--- src/rtl/store_merge_rmw.sv ---
// Sub-word store unit: read-modify-write of the aligned memory word, with a direct write for full-width stores.
// Define STORE_MERGE_ALIGN_CHECK_EN to reject misaligned stores; otherwise the offset is truncated to the store size.
module store_merge_rmw #(
  parameter int DATA_W  = 32,
  parameter int ADDR_W  = 32,
  parameter int MEM_LAT = 1
) (
  input  logic              clk,
  input  logic              reset_n,
  input  logic              req_valid,
  output logic              req_ready,
  input  logic [ADDR_W-1:0] req_addr,
  input  logic [DATA_W-1:0] req_wdata,
  input  logic [1:0]        req_size,
  output logic [ADDR_W-1:0] mem_addr,
  output logic              mem_rd,
  output logic              mem_wr,
  output logic [DATA_W-1:0] mem_wdata,
  input  logic [DATA_W-1:0] mem_rdata,
  output logic              done,
  output logic              err
);

  localparam int LANES = DATA_W / 8;
  localparam int OFF_W = $clog2(LANES);
  localparam logic [5:0] LANES6 = 6'(LANES);

  typedef enum logic [2:0] {IDLE, READ, WAIT, WRITE, DONE, ERR} state_t;

  state_t            state;
  logic [DATA_W-1:0] wdata_q;
  logic [OFF_W-1:0]  off_q;
  logic [1:0]        size_q;
  logic [2:0]        cnt;

  logic [4:0]        req_bytes;
  logic [OFF_W-1:0]  req_off, size_mask, trunc_off;
  logic              oversize, full_width, misaligned;
  logic [ADDR_W-1:0] aligned_addr;

  logic [15:0]       q_m16;
  logic [LANES-1:0]  lane_mask;
  logic [DATA_W-1:0] bit_mask, shifted, merged;

  always_comb begin
    req_bytes    = 5'd1 << req_size;
    req_off      = req_addr[OFF_W-1:0];
    size_mask    = OFF_W'(req_bytes - 5'd1);
    trunc_off    = req_off & ~size_mask;
    oversize     = {1'b0, req_bytes} > LANES6;
    full_width   = {1'b0, req_bytes} == LANES6;
    aligned_addr = {req_addr[ADDR_W-1:OFF_W], {OFF_W{1'b0}}};
  end

`ifdef STORE_MERGE_ALIGN_CHECK_EN
  assign misaligned = |(req_off & size_mask);
`else
  assign misaligned = 1'b0;
`endif

  // Lane mask covers 2^size lanes starting at the latched offset; other lanes keep memory data.
  always_comb begin
    q_m16     = (16'h1 << (5'd1 << size_q)) - 16'h1;
    lane_mask = LANES'(q_m16) << off_q;
    bit_mask  = '0;
    for (int k = 0; k < LANES; k++) bit_mask[8*k +: 8] = {8{lane_mask[k]}};
    shifted   = wdata_q << {off_q, 3'b000};
    merged    = (mem_rdata & ~bit_mask) | (shifted & bit_mask);
  end

  always_ff @(posedge clk or negedge reset_n) begin
    if (!reset_n) begin
      state     <= IDLE;
      req_ready <= 1'b1;
      mem_rd    <= 1'b0;
      mem_wr    <= 1'b0;
      done      <= 1'b0;
      err       <= 1'b0;
      mem_addr  <= '0;
      mem_wdata <= '0;
      wdata_q   <= '0;
      off_q     <= '0;
      size_q    <= '0;
      cnt       <= '0;
    end else begin
      case (state)
        IDLE: if (req_valid) begin
          req_ready <= 1'b0;
          wdata_q   <= req_wdata;
          off_q     <= trunc_off;
          size_q    <= req_size;
          if (oversize || misaligned) begin
            state <= ERR;
            done  <= 1'b1;
            err   <= 1'b1;
          end else if (full_width) begin
            state     <= WRITE;
            mem_wr    <= 1'b1;
            mem_addr  <= aligned_addr;
            mem_wdata <= req_wdata;
          end else begin
            state    <= READ;
            mem_rd   <= 1'b1;
            mem_addr <= aligned_addr;
          end
        end
        READ: begin
          mem_rd <= 1'b0;
          cnt    <= 3'(MEM_LAT);
          state  <= WAIT;
        end
        // Read data is only valid on the edge that ends the last wait cycle.
        WAIT: begin
          if (cnt == 3'd1) begin
            mem_wdata <= merged;
            mem_wr    <= 1'b1;
            state     <= WRITE;
          end else begin
            cnt <= cnt - 3'd1;
          end
        end
        WRITE: begin
          mem_wr   <= 1'b0;
          mem_addr <= '0;
          done     <= 1'b1;
          state    <= DONE;
        end
        DONE, ERR: begin
          done      <= 1'b0;
          err       <= 1'b0;
          req_ready <= 1'b1;
          state     <= IDLE;
        end
        default: state <= IDLE;
      endcase
    end
  end

endmodule

--- config.mk ---
export PLATFORM = sky130hd
export DESIGN_NAME = store_merge_rmw
export DESIGN_NICKNAME = d
export VERILOG_FILES = /design/src/rtl/store_merge_rmw.sv
export SDC_FILE = /design/constraint.sdc
export NUM_CORES = 1
export LEC_CHECK = 0
export CORE_ASPECT_RATIO = 0.6
export CORE_UTILIZATION = 50
export DETAILED_ROUTE_END_ITERATION = 8
export PLACE_DENSITY_LB_ADDON = 0.15
export SLEW_MARGIN = 20
export SYNTH_ARGS = -nofsm -noshare
export SYNTH_HDL_FRONTEND = slang
export SYNTH_SLANG_ARGS = --single-unit
--- constraint.sdc ---
create_clock -name clk -period 4.5 [get_ports clk]
set_input_delay 0.9 -clock clk [delete_from_list [all_inputs] [get_ports clk]]
set_output_delay 0.9 -clock clk [all_outputs]
set_load 0.02 [all_outputs]
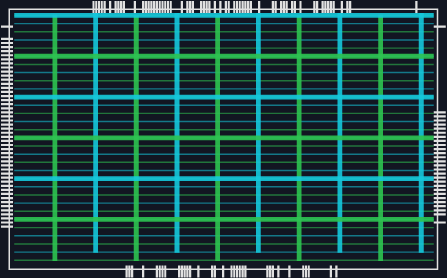
(images/floorplan.png)
(3 px per um) Pins as bars on the die edge.
| net | colour |
|---|---|
| VSS | green |
| VDD | cyan |
met4 straps: 10
rows: 30
met1 rails: 31
met5 straps: 6
Die X: 142 um
CORE AREA: 11400 um2
die span in y: 86.1 um

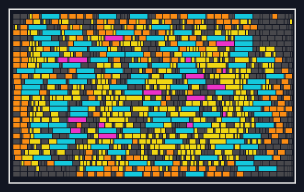
(images/class_map.png)
(2 px per um) Fill, decap, tap and diode cells in grey.
| class | colour | cells | share of their area |
|---|---|---|---|
| registers | cyan | 109 | 36% |
| remaining logic cells | yellow | 411 | 38% |
| clock drivers and dummy loads | magenta | 16 | 3.7% |
| remaining buffers and delay cells | orange | 176 | 23% |
final instance area: 7890 um2
sequential cell area share: 34.6%
Row Count: 30

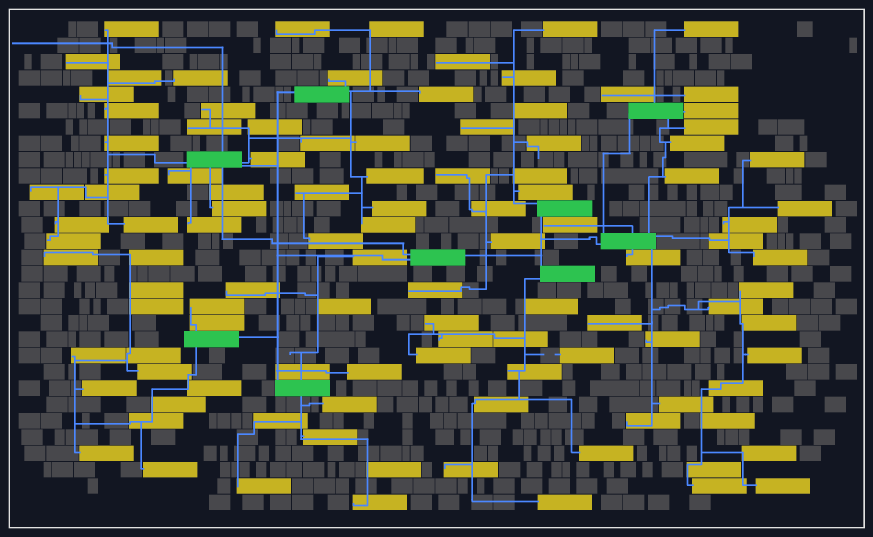
(images/clock_wires.png)
(6 px per um)
[clock-net drivers] green | count: 9
[clock wires] blue | length: 1310 um
[flip-flops] yellow | count: 109
routed clock nets: 10
flops lie: spread over the die
clock latency on the worst-skew pair: 0.35 ns
clk pwr: 0.772 mW
Layout Skew: 0.00390 ns

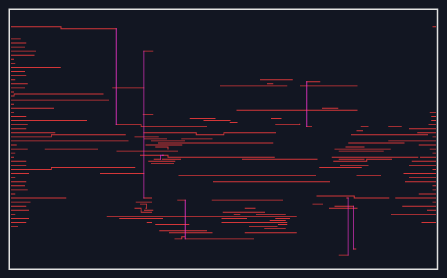
(images/layers.png)
(3 px per um) Only two layers are drawn.
| layer | colour | wire length |
|---|---|---|
| M3 | red | 1670 um |
| M4 | magenta | 144 um |
GRT Total Usage: 27.2%
Via Count: 4942
routed length per placed instance: 18.5 um
final WL: 16100 um

==> impl_metrics.ini <==
; yosys + openroad results
[synthesis]
top_area_share_pct = 45.8
syn_avg_cell_area_um2 = 10.5
edf_count = 0
syn_inst = 562
synthTopCellsByCount = 108 x dfrtp_1, 53 x nand2_1, 46 x mux2i_1, 39 x mux2_2, 37 x a21oi_1
flop_cell = dfrtp_1
synth.top_cells.by_area = dfrtp_1 46%, mux2i_1 7.8%, mux2_2 7.4%
synth_warnings = 0
async_flop_share_pct = 100
netlist_area_um2 = 5900
ys.flops = 109
yosysMostFrequentCell = dfrtp_1
ys_cells = 562
ys_types = 49
yosysSeqAreaShare_pct = 46.3
ys_area_um2 = 5900
yosys.area.top_type = dfrtp_1

[hold_path]
min_path_type = register to register
min_from = req_ready

[critical_path]
rr_startpoint = state[0]
slowest_delay_ns = 0.74
cp-end-kind = register
crit_path_start = req_valid
critPathLaunchType = input pin
cp_slowest_cell = a21oi_4
worstPathMaxFanout = 22
cp.required_ns = 4.77
arrival_ns = 3.24
path_cells = clkdlybuf4s50_1, nor3b_1, nand2_1, a21oi_4, buf_4, mux2i_1
rrSetupSlack_ns = 1.84
criticalPathCategory = input pin to register

[timing]
finalSetupViolations = 0
final.period_utilization_pct = 66.0
worst_slew_pin_slew_ns = 1.13
tns_ns = 0
maxSlewViolCount = 0
fin_crit_ns = 2.97
finalHoldViolations = 0
rsz0062_at_grt = no
slew_headroom_pct = 24.9
max_clock_freq_ghz = 0.337

[global_routing]
grt_pass1_vias = 4740
grt_max_degree = 59
grt_overflow = 0
grt_pass1_wl_um = 25400
antenna_found_initial = 0

[clock_tree]
clock_path_buffers = 2
root_buffer = clkbuf_16
cts_sinks = 109
cts_hold_buffers = 0
cts_tree = yes
post_cts.repair.setup_buffers = 0
cts-buffers-inserted = 9
h-tree-depth = 3
clkSlewWorstSetupHoldPaths_ns = 0.07
ctsResizeCount = 0

[job]
cap_violations = 0
warnings = 27

[floorplanning]
fp_util_pct = 51.7
dieArea_um2 = 12300
ios = 170

[drt]
dr.pass1.iters = 5
ant_nets = 0
first_iter_violations = 379
viasPerCell = 5.67
route.detailed.drc = 0

[cells_and_area]
antenna_cells = 0
layout.nets = 810
utilization_pct = 69.1
fillerInstances = 883
drive_above_1_share_pct = 14.9
area_growth_pct = 33.7

[power_and_ir_drop]
pwr_density_cell_nw_per_um2 = 775
p_leak_nw = 3.32
peakVddDrop_mv = 0.377

[place]
port_buffers = 167
place.gp.congestion = 0.843
dpl.hpwl_um = 11500

[run_status]
status = finished, final reports clean
==> path summary, 6_finish.rpt <==
path / endpoint / cells past startpoint
max reg2reg: mem_wdata[30] / 4
max in group asynchronous: wdata_q[21] / 2
min in group asynchronous: mem_addr[14] / 1
min: req_ready / 2
min reg2reg: req_ready / 2
max: mem_addr[29] / 6
==> flip-flops by register name, summed over array words and instances (netlist names) <==
signal / cells
cnt: 3
done: 1
err: 1
mem_addr: 30
mem_rd: 1
mem_wdata: 32
mem_wr: 1
off_q: 2
req_ready: 1
size_q: 2
state: 3
wdata_q: 32
==> where the power goes <==
group          switching, mW  internal (mW)
clock network          0.366          0.406
registers              0.473           1.48
logic                   1.74           1.65
==> placed cells by master, fill, tap and decap left out, drive strengths merged, types with 2 or more instances in the layout <==
cell and count:
o21ai 34, mux4 8, nor4b 2, a211oi 9, a31oi 18, dfrtp 108
nor3b 2, or3b 8, conb 2, o22ai 8, nand3b 3, mux2 42
or2 9, inv 36, nor2b 2, nor2 23, nor3 9, ha 2
nand2 54, nand3 2, clkdlybuf4s50 166, clkinv 5, buf 10, a211o 9
o31ai 8, mux2i 46, a21oi 37, nand2b 13, o21a 17, clkbuf 11
==> routing by layer <==
layer | routed length, um | track usage (%) | vias to the layer above
met4 | 144 | 5.77 | 0
met1 | 7370 | 39.2 | 2407
met3 | 1670 | 8.49 | 17
met5 | 0 | 0 | -
met2 | 6920 | 40.3 | 241
li1 | - | - | 2277
==> logic make-up (layout without fill, tap and decap cells) <==
group	after synthesis	in the layout	synth area share (%)
buffers and inverters	80	229	6.87
AND/OR/NAND/NOR	128	128	11.5
flip-flops	109	109	46.3
adder cells (fa/ha/maj)	2	2	0.424
multiplexers	96	96	19.1
other	1	2	0.0636
AND-OR/OR-AND	146	146	15.9
==> worst max-delay path: cells and delay by family <==
| kind | cells | cell delay [ns] |
|---|---|---|
| AOI/OAI and AO/OA | 1 | 0.74 |
| buffers and inverters | 2 | 0.86 |
| muxes | 1 | 0.22 |
| and+or+nand+nor | 2 | 0.49 |
==> area by class of cell <==
class | count | area, um2 | area share [%]
Sequential cell | 109 | 2730 | 34.6
Inverter | 37 | 139 | 1.76
Clock inverter | 5 | 35.0 | 0.444
Timing Repair Buffer | 176 | 1740 | 22.0
Multi-Input combinational cell | 374 | 2790 | 35.4
Tap cell | 160 | 200 | 2.54
Clock buffer | 11 | 253 | 3.20
==> through the flow <==
stage	hold WS (ns)	area [um2]	total power, mW	instances	worst slack [ns]
detailed placement	0.482	7600	5.32	856	1.14
floorplan	0.466	5900	4.14	563	2.22
global route	0.523	7890	6.50	872	1.31
CTS	0.500	7890	6.11	872	1.53
finish	0.492	7890	6.11	872	1.53
global placement	0.471	7600	5.20	856	1.27
Power figures rest on the tool's default switching activity, not on a simulated workload.
